$ cat src/rtl/hazard_pkg.sv
// Shared types for the hazard unit: forwarding selects and scoreboard entries.
// Holds the helper functions used by the match and priority logic.
package hazard_pkg;

    localparam int SB_DEPTH = 3;

    typedef enum logic [1:0] {
        FWD_REG = 2'b00,
        FWD_EX  = 2'b01,
        FWD_MEM = 2'b10,
        FWD_WB  = 2'b11
    } fwd_sel_e;

    typedef logic [4:0] reg_idx_t;

    typedef struct packed {
        logic     valid;
        logic     wen;
        reg_idx_t dst;
        logic     is_load;
    } sb_entry_t;

    localparam sb_entry_t SB_EMPTY = '0;

    // $0 is hardwired, so a write to it must never become a forwarding source
    function automatic sb_entry_t sb_make(
        logic     wen,
        reg_idx_t dst,
        logic     is_load
    );
        sb_entry_t e;
        e.valid   = 1'b1;
        e.wen     = wen & (dst != 5'd0);
        e.dst     = dst;
        e.is_load = is_load;
        return e;
    endfunction

    function automatic logic sb_match(
        logic     valid,
        logic     wen,
        reg_idx_t dst,
        reg_idx_t src
    );
        return (src != 5'd0) && valid && wen && (dst == src);
    endfunction

    function automatic fwd_sel_e fwd_pick(
        logic m_ex,
        logic m_mem,
        logic m_wb
    );
        fwd_sel_e sel;
        if (m_ex)
            sel = FWD_EX;
        else if (m_mem)
            sel = FWD_MEM;
        else if (m_wb)
            sel = FWD_WB;
        else
            sel = FWD_REG;
        return sel;
    endfunction

endpackage

$ cat src/rtl/hazard_scoreboard.sv
// EX/MEM/WB shadow of in-flight destinations; shifts one stage per edge.
// A frozen pipeline holds every entry; reset drops all of them.
module hazard_scoreboard
    import hazard_pkg::*;
(
    input  logic      clk,
    input  logic      reset,
    input  logic      hold,
    input  sb_entry_t ex_in,
    output sb_entry_t ex_q,
    output sb_entry_t mem_q,
    output sb_entry_t wb_q
);

    sb_entry_t sb_q [SB_DEPTH];

    always_ff @(posedge clk) begin
        if (reset) begin
            for (int i = 0; i < SB_DEPTH; i++)
                sb_q[i] <= SB_EMPTY;
        end else if (!hold) begin
            sb_q[0] <= ex_in;
            for (int i = 1; i < SB_DEPTH; i++)
                sb_q[i] <= sb_q[i-1];
        end
    end

    assign ex_q  = sb_q[0];
    assign mem_q = sb_q[1];
    assign wb_q  = sb_q[2];

endmodule

$ cat src/rtl/hazard_ctrl.sv
// Forwarding-select, load-use stall and freeze control for the 5-stage core.
// All control outputs are combinational from the scoreboard and decode inputs.
module hazard_ctrl
    import hazard_pkg::*;
(
    input  logic        clk,
    input  logic        reset,
    input  logic        de_valid,
    input  logic [4:0]  forward_rs,
    input  logic [4:0]  forward_rt,
    input  logic        de_wen_comb,
    input  logic [4:0]  de_dst,
    input  logic        de_load_comb,
    input  logic        mem_busy,
    output logic        de_stall,
    output logic        ex_bubble,
    output logic        pipe_freeze,
    output logic [1:0]  fwd_sel_rs,
    output logic [1:0]  fwd_sel_rt,
    output logic [15:0] stall_count
);

    sb_entry_t ex_e;
    sb_entry_t mem_e;
    sb_entry_t wb_e;
    sb_entry_t ex_next;

    logic rs_ex, rs_mem, rs_wb;
    logic rt_ex, rt_mem, rt_wb;
    logic load_use;

    // WB and MEM load flags do not matter: only an EX load can stall
    logic unused_load_bits;
    assign unused_load_bits = mem_e.is_load ^ wb_e.is_load;

    assign rs_ex  = sb_match(ex_e.valid,  ex_e.wen,  ex_e.dst,  forward_rs);
    assign rs_mem = sb_match(mem_e.valid, mem_e.wen, mem_e.dst, forward_rs);
    assign rs_wb  = sb_match(wb_e.valid,  wb_e.wen,  wb_e.dst,  forward_rs);
    assign rt_ex  = sb_match(ex_e.valid,  ex_e.wen,  ex_e.dst,  forward_rt);
    assign rt_mem = sb_match(mem_e.valid, mem_e.wen, mem_e.dst, forward_rt);
    assign rt_wb  = sb_match(wb_e.valid,  wb_e.wen,  wb_e.dst,  forward_rt);

    assign fwd_sel_rs = fwd_pick(rs_ex, rs_mem, rs_wb);
    assign fwd_sel_rt = fwd_pick(rt_ex, rt_mem, rt_wb);

    assign load_use    = de_valid & ex_e.is_load & (rs_ex | rt_ex);
    assign pipe_freeze = mem_busy;
    assign de_stall    = load_use | mem_busy;
    assign ex_bubble   = load_use & ~mem_busy;

    always_comb begin
        ex_next = SB_EMPTY;
        if (de_valid && !load_use)
            ex_next = sb_make(de_wen_comb, de_dst, de_load_comb);
    end

    hazard_scoreboard u_sb (
        .clk   (clk),
        .reset (reset),
        .hold  (mem_busy),
        .ex_in (ex_next),
        .ex_q  (ex_e),
        .mem_q (mem_e),
        .wb_q  (wb_e)
    );

    always_ff @(posedge clk) begin
        if (reset)
            stall_count <= 16'd0;
        else if (!mem_busy && load_use && stall_count != 16'hFFFF)
            stall_count <= stall_count + 16'd1;
    end

endmodule

$ cat config.mk
export PLATFORM = sky130hd
export DESIGN_NAME = hazard_ctrl
export DESIGN_NICKNAME = d
export VERILOG_FILES = /design/src/rtl/hazard_pkg.sv /design/src/rtl/hazard_scoreboard.sv /design/src/rtl/hazard_ctrl.sv
export SDC_FILE = /design/constraint.sdc
export NUM_CORES = 1
export LEC_CHECK = 0
export CAP_MARGIN = 30
export CORE_ASPECT_RATIO = 2
export CORE_MARGIN = 3
export CORE_UTILIZATION = 49
export DETAILED_ROUTE_END_ITERATION = 7
export HOLD_SLACK_MARGIN = 0.02
export PLACE_DENSITY = 0.81
export REMOVE_ABC_BUFFERS = 1
export SLEW_MARGIN = 20
export SYNTH_ARGS = -nofsm -noshare
export SYNTH_HDL_FRONTEND = slang
export SYNTH_SLANG_ARGS = --single-unit
$ cat constraint.sdc
create_clock -name clk -period 2.8 [get_ports clk]
set_clock_uncertainty 0.05 [all_clocks]
set_input_delay 0.56 -clock clk [delete_from_list [all_inputs] [get_ports clk]]
set_output_delay 0.56 -clock clk [all_outputs]
set_load 0.01 [all_outputs]
==> ds_physical_params.txt, run 1 <==
Summary of implementation characteristics

Parameter                              Value

Run status
  Outcome .................. completed

CTS
  Setup Fix Bufs, Post-CTS .................. 3
  Count of hold buffers inserted by post-cts repair .................. 0
  TritonCTS buffer count .................. 5
  CTS resizes .................. 44
  Deepest clock path buffer count .................. 2
  TritonCTS clock tree .................. yes
  Clock edge transition at the registers on the reported setup and hold paths .................. 60 ps
  Clock root buffer .................. sky130_fd_sc_hd__clkbuf_8
  Skew-Pair Late Insertion Delay .................. 290 ps
  H-tree levels .................. 2

Logic synthesis
  Instance count of the mapped netlist .................. 211
  Post-Syn Area .................. 2140 um^2
  Post-synthesis cell count from yosys .................. 211
  Average cell area after synthesis .................. 10.2 um^2
  Dominant Register Cell .................. sky130_fd_sc_hd__edfxtp_1
  Area share of the largest cell type after synthesis .................. 0.308
  Proportion of register bits with asynchronous set or reset after synthesis .................. 0
  Sequential share of the synthesized area .................. 0.458
  Distinct cells, synth .................. 44
  Chip area in the Yosys report .................. 2140 um^2
  Ys flops .................. 38
  Top cells by area in the synthesized netlist .................. sky130_fd_sc_hd__edfxtp_1 31%, sky130_fd_sc_hd__dfxtp_1 15%, sky130_fd_sc_hd__xnor2_1 11%
  Post-synth EDFFs .................. 22
  Count of synthesis-stage warnings from yosys .................. 0
  Cell type with the highest aggregate area in the netlist .................. sky130_fd_sc_hd__edfxtp_1

Global routing
  First-pass GRT wire length .................. 8660 um
  Initial antenna violation count .................. 0
  Residual overflow from global routing .................. 0
  Number of global-route vias before repair .................. 1960

Finish
  Clock network area share .................. 0.0276
  Multi-input gate share of total cell area .................. 0.393
  Tally of filler cells in the layout .................. 336
  Share of layout cells above drive strength 1 .................. 0.226
  Highest-count cells in the layout ignoring fill and taps .................. 27 x sky130_fd_sc_hd__clkdlybuf4s50_1, 24 x sky130_fd_sc_hd__xnor2_1, 22 x sky130_fd_sc_hd__edfxtp_1
  Flip-flops .................. 38
  Combinational gates .................. 162
  Multi-input logic area .................. 1150 um^2
  Number of diodes .................. 0
  Clock buffer instance count of the final layout .................. 6
  Final Cell Area .................. 2940 um^2
  Non-filler instance count after layout .................. 335
  Buffering overhead .................. 0.218
  Most area-hungry cell class in the final design .................. combinational gates
  Synthesis-to-finish area growth .................. 37.3%
  Number of ordinary and repair buffers in the finished layout .................. 70

Floorplanning
  Tap Count .................. 52
  Height of the die .................. 99.5 um
  Count of standard-cell rows .................. 33
  Horiz. Die Dim .................. 52.8 um
  Core region area .................. 4170 um^2
  FP Util .................. 0.514
  Die area .................. 5250 um^2

Setup path
  WP data arrival .................. 2150 ps
  Type of origin of the critical path .................. primary input
  CP required .................. 2190 ps
  Critical path peak fanout .................. 2
  Category of the critical setup timing path .................. primary input to output pin
  CP Capture Type .................. output pin

STA
  Final Hold Fails .................. 0
  Worst slew margin .................. 0.731
  Minimum hold slack .................. 460 ps
  Worst-Margin Slew .................. 403 ps
  Final Critical Period .................. 2760 ps
  Final setup TNS .................. 0 ps
  Period utilization .................. 0.984
  Final number of setup-violating endpoints .................. 0
  Top achievable clock speed .................. 363 MHz
  RSZ-0062 raised after global routing .................. no

Run
  Stage-log warning count .................. 25
  Max-cap check violation count .................. 0

Power
  Leakage power figure .................. 1.05 nW
  Power Total .................. 0.00114 W
  Total power density per cell area .................. 388 nW/um^2

Placement
  Placed cell area .................. 2800 um^2
  Placed Instances .................. 324
  Half-perimeter wire length after detailed placement .................. 3940 um
  Weighted congestion at the end of routability-driven global placement .................. 0.775

Detailed routing
  First-iteration detailed-routing DRC count .................. 39
  TritonRoute pass-1 iters .................. 4
  Remaining antenna violation count .................. 0
  Post-detailed-route via-to-cell ratio .................. 5.61
  Detailed-route DRC error count .................. 0

Hold path
  Hold crit path type .................. register to register
-- run 1: cell usage after synthesis (2+ instances only) --
library cell / n
sky130_fd_sc_hd__and2_1: 14
sky130_fd_sc_hd__a21oi_1: 12
sky130_fd_sc_hd__and3_1: 2
sky130_fd_sc_hd__xor2_1: 5
sky130_fd_sc_hd__nor3_1: 3
sky130_fd_sc_hd__clkbuf_1: 4
sky130_fd_sc_hd__edfxtp_1: 22
sky130_fd_sc_hd__nand4_1: 9
sky130_fd_sc_hd__o21bai_1: 2
sky130_fd_sc_hd__or3_1: 10
sky130_fd_sc_hd__o21ai_0: 9
sky130_fd_sc_hd__o21a_1: 2
sky130_fd_sc_hd__nor2_1: 11
sky130_fd_sc_hd__dfxtp_1: 16
sky130_fd_sc_hd__nand3_1: 8
sky130_fd_sc_hd__and2_2: 6
sky130_fd_sc_hd__or4_1: 5
sky130_fd_sc_hd__xnor2_1: 26
sky130_fd_sc_hd__o311a_1: 2
sky130_fd_sc_hd__nor4_4: 2
sky130_fd_sc_hd__o31ai_1: 2
sky130_fd_sc_hd__nand2_1: 10
sky130_fd_sc_hd__nor4_1: 2
sky130_fd_sc_hd__inv_1: 5
sky130_fd_sc_hd__or2_2: 2
sky130_fd_sc_hd__nor2_2: 2
-- run 1: routing by layer --
layer | track usage | up-vias | share of wire
li1 | - | 913 | -
met1 | 0.211 | 890 | 0.35
met2 | 0.423 | 59 | 0.57
met3 | 0.0315 | 19 | 0.034
met4 | 0.136 | 0 | 0.043
met5 | 0 | - | 0
-- run 1: final timing paths --
check	slack, ps	startpoint	endpoint	depth (start not counted)
worst max-delay path	40	forward_rs[4]	fwd_sel_rs[0]	7
worst min-delay path	460	stall_count[4]	stall_count[4]	2
worst max register to register	520	u_sb.sb_q[0][5]	stall_count[10]	9
worst min register to register	460	stall_count[4]	stall_count[4]	2
-- run 1: kinds of logic after synthesis --
logic type | synth area share
adders and majority gates | 0.00584
buffers and inverters | 0.0245
DFF | 0.458
and+or+nand+nor | 0.264
muxes | 0.00467
AOI/OAI and AO/OA | 0.116
xor gates and xnor gates | 0.127
-- run 1: critical path, cell delays in order --
cell,delay (ps)
sky130_fd_sc_hd__dlygate4sd2_1,250
sky130_fd_sc_hd__or4_4,550
sky130_fd_sc_hd__nor2_4,140
sky130_fd_sc_hd__nor3_2,70
sky130_fd_sc_hd__nor2b_1,140
sky130_fd_sc_hd__or2_2,320
sky130_fd_sc_hd__buf_6,130
-- run 1: through the flow --
stage | worst slack, ps | utilization
6_report | 43.6 | 0.705
5_1_grt | 1.85 | 0.705
4_1_cts | 55.0 | 0.702
3_5_place_dp | -569 | 0.671
3_3_place_gp | -485 | 0.671
2_1_floorplan | 410 | -
-- run 1: report_power, final --
part / leakage [nW] / total [W] / internal [W] / switching (W)
Sequential: 0.371 / 0.000634 / 0.000614 / 0.0000202
Combinational: 0.637 / 0.000156 / 0.0000848 / 0.0000714
Clock: 0.0426 / 0.000351 / 0.000171 / 0.000180
Total: 1.05 / 0.00114 / 0.000870 / 0.000272
-- run 1: flip-flops by register name, indices dropped and copies added, names as in the netlist --
signal,flops
stall_count,16
u_sb.sb_q,22
**Run 1: signal wires by layer**

Scale: 4 px per um. Two of the layers only.
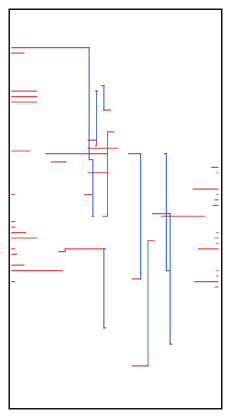
colour	layer	wire length
blue	met4	227 um
red	met3	179 um
routed via count: 1881
global-route usage over all layers: 0.224
wire length reported by the detailed router: 5310 um
average wire per cell in the routed design: 15.8 um

**Run 1: port wiring**

Scale: 6 px per um.
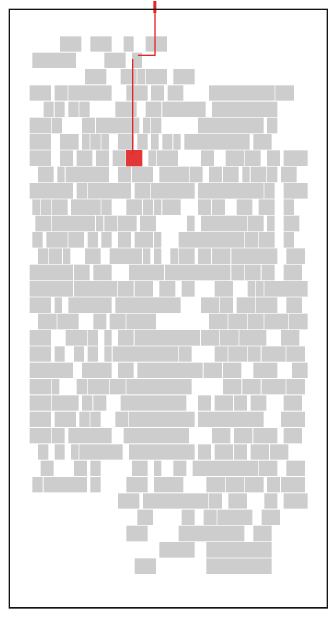
colour	port	bits	direction	edge	end cells	wire
red	`de_stall`	1	output	north	1	25.7 um
number of buffer cells added on primary ports: 43
Top-Level Pins: 44

**Run 1: where the registers sit**

Scale: 8 px per um.
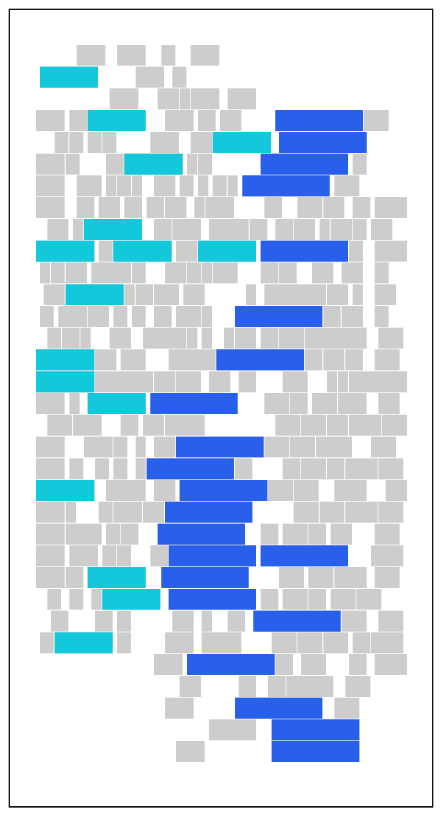
colour	signal	sequential cells
blue	`u_sb.sb_q`	22
cyan	`stall_count`	16
Seq. pwr: 0.000634 W
sequential share of cell area: 0.333
area taken by flip-flops and latches: 981 um^2
Layout Utilization: 0.705

**Run 1: signal metal coverage by tile**

Scale: 4 px per um. The die is cut into 11 by 20 equal tiles; dark blue is low, red is high, scaled to the fullest tile. Values are wire area over tile area, all layers added.
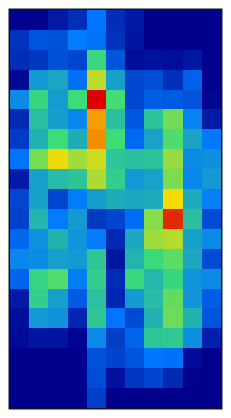

## Run 2: what changed since run 1
SKIP_CTS_REPAIR_TIMING = 1   (was unset)
**Run 2: signal metal coverage by tile**

Scale: 4 px per um. The die is cut into 11 by 20 equal tiles; dark blue is low, red is high, scaled to the fullest tile. Values are wire area over tile area, all layers added.
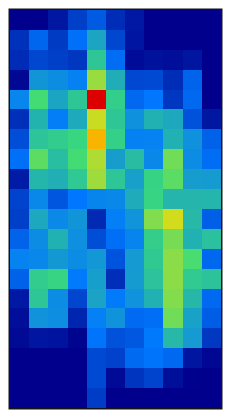
mean over tiles	0.16
fullest tile	0.65
densest ninth of the die	east
nearly empty tiles	16%
tiles over half the peak	8.6%
wire length reported by the detailed router: 5330 um
average wire per cell in the routed design: 16.0 um
global-route usage over all layers: 0.215
routed via count: 1885

==> ds_physical_params.txt, run 2 <==
Summary of implementation characteristics

Parameter                              Value

Logic synthesis
  Area share of the largest cell type after synthesis .................. 0.308
  Chip area in the Yosys report .................. 2140 um^2
  Sequential share of the synthesized area .................. 0.458
  Post-synth EDFFs .................. 22
  Post-Syn Area .................. 2140 um^2
  Instance count of the mapped netlist .................. 211
  Proportion of register bits with asynchronous set or reset after synthesis .................. 0
  Cell types with the highest counts after synthesis .................. 26 x sky130_fd_sc_hd__xnor2_1, 22 x sky130_fd_sc_hd__edfxtp_1, 16 x sky130_fd_sc_hd__dfxtp_1, 14 x sky130_fd_sc_hd__and2_1, 12 x sky130_fd_sc_hd__a21oi_1
  Ys flops .................. 38
  Average cell area after synthesis .................. 10.2 um^2
  Top-count cell post-synth .................. sky130_fd_sc_hd__xnor2_1
  Count of synthesis-stage warnings from yosys .................. 0

CTS
  Clock root buffer .................. sky130_fd_sc_hd__clkbuf_8
  TritonCTS clock tree .................. yes
  Deepest clock path buffer count .................. 2
  H-tree levels .................. 2
  Skew-Pair Late Insertion Delay .................. 280 ps

Run
  Stage-log warning count .................. 25
  Max-cap check violation count .................. 0

Setup path
  Chain of cells forming the critical path .................. dlymetal6s2s_1 > or4_4 > nor2_4 > nor3_1 > nor2b_1 > or2_2 > buf_2
  CP required .................. 2190 ps
  Critical path peak fanout .................. 3
  Worst Path Buf+Inv .................. 2
  Kind of cell adding the most delay to the critical path .................. simple AND/OR/NAND/NOR gates
  WP data arrival .................. 2070 ps
  Worst setup slack for register-to-register paths .................. 490 ps

Finish
  Area taken by flip-flops and latches .................. 981 um^2
  Biggest registers after layout .................. u_sb.sb_q x22, stall_count x16
  Max reg flops .................. 22
  Share of layout cells above drive strength 1 .................. 0.227
  Synthesis-to-finish area growth .................. 39.9%
  Number of diodes .................. 0
  Tally of filler cells in the layout .................. 315
  Multi-input logic area .................. 1180 um^2

Hold path
  Source of the worst hold timing path .................. stall_count[4]
  Hold Path End .................. stall_count[4]
  Hold depth .................. 2
  Hold crit path type .................. register to register

Power
  Leakage power figure .................. 1.17 nW
  Power spent charging and discharging nets .................. 0.000272 W
  Share of power burned in combinational logic .................. 0.142
  Switching portion of total power .................. 0.237
  Fraction of power consumed by sequential logic .................. 0.553
  Total power density per cell area .................. 383 nW/um^2
  Int Pwr .................. 0.000876 W
  Part of the power in the clock network .................. 0.305

STA
  Final number of setup-violating endpoints .................. 0
  Top achievable clock speed .................. 374 MHz
  Worst-Margin Slew .................. 415 ps
  Worst slew margin .................. 0.723
  Final Critical Period .................. 2680 ps
  Final Hold Fails .................. 0
  RSZ-0062 raised after global routing .................. no
  Final setup TNS .................. 0 ps
  Min setup slack post-route .................. 123 ps

Placement
  Weighted congestion at the end of routability-driven global placement .................. 0.775
  Half-perimeter wire length after detailed placement .................. 3940 um

Global routing
  First-pass GRT wire length .................. 8320 um
  Residual overflow from global routing .................. 0

Floorplanning
  FP Util .................. 0.514
  Horiz. Die Dim .................. 52.8 um
  Height of the die .................. 99.5 um

Detailed routing
  Post-detailed-route via-to-cell ratio .................. 5.64
  Detailed-route DRC error count .................. 0
  First-iteration detailed-routing DRC count .................. 43
  Remaining antenna violation count .................. 0
  TritonRoute pass-1 iters .................. 4

Run status
  Outcome .................. completed
**Run 2: cell placement**

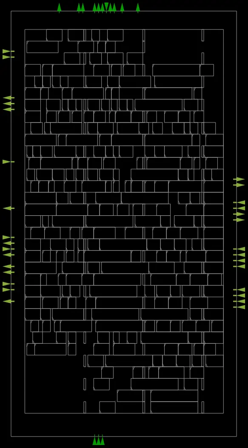
sequential share of cell area: 0.327
non-filler instance count after layout: 334
Layout Utilization: 0.719
core region area: 4170 um^2
flip-flops: 38

## run 2: metal layers
layer  track usage  up-vias  part of all wire
met4         0.138        0             0.044
met3        0.0315       16             0.036
met1         0.203      911              0.35
met5             0        -                 0
met2         0.399       51              0.57
li1              -      907                 -
## run 2: final cells by class
type,instances,share of cell area
clock inverters,2,0.00292
clock buffers,6,0.0242
repair buffers,69,0.224
flip-flops and latches,38,0.327
multi-input cells,162,0.394
inverters,5,0.00626
well taps,52,0.0217
## run 2: worst register-to-register path, cell delays in order (launching register included)
cell and delay, ps:
sky130_fd_sc_hd__edfxtp_1 460, sky130_fd_sc_hd__xnor2_1 210, sky130_fd_sc_hd__nand4_1 210, sky130_fd_sc_hd__nor4_4 260, sky130_fd_sc_hd__buf_4 180, sky130_fd_sc_hd__buf_4 130, sky130_fd_sc_hd__o21ai_2 70, sky130_fd_sc_hd__buf_12 140
sky130_fd_sc_hd__or4_1 400, sky130_fd_sc_hd__a21oi_1 140
## run 2: cells by family after synthesis
group           after synthesis  share of synthesized area
flops                        38                      0.458
fa+ha+maj                     1                    0.00584
simple gates                 92                      0.264
compound gates               37                      0.116
mux                           1                    0.00467
buf+inv                      11                     0.0245
xor+xnor                     31                      0.127
## run 2: power by group through the flow
stage	clock [W]	combinational, W	sequential [W]
floorplan	0	0.0000696	0.000641
global placement	0	0.000149	0.000646
detailed placement	0	0.000151	0.000646
CTS	0.000362	0.000152	0.000634
global route	0.000386	0.000173	0.000638
finish	0.000350	0.000163	0.000635
## run 2: how the worst max path moves through the flow
stage | startpoint | end | slack (ps) | cells after the start
CTS | forward_rt[1] | de_stall | -570 | 7
floorplan | forward_rs[1] | fwd_sel_rs[0] | 410 | 5
detailed placement | forward_rt[1] | de_stall | -570 | 7
global route | forward_rs[3] | fwd_sel_rs[1] | 50 | 9
global placement | forward_rt[1] | de_stall | -480 | 7
finish | forward_rs[3] | fwd_sel_rs[0] | 120 | 7
## run 2: per-stage QoR
stage          hold slack (ps)  cell area [um^2]  total power [W]
2_1_floorplan              454              2110         0.000710
3_3_place_gp               434              2800         0.000794
3_5_place_dp               450              2800         0.000797
4_1_cts                    462              2880          0.00115
5_1_grt                    510              3000          0.00120
6_report                   461              3000          0.00115
Power is estimated from default activity; no workload was simulated.
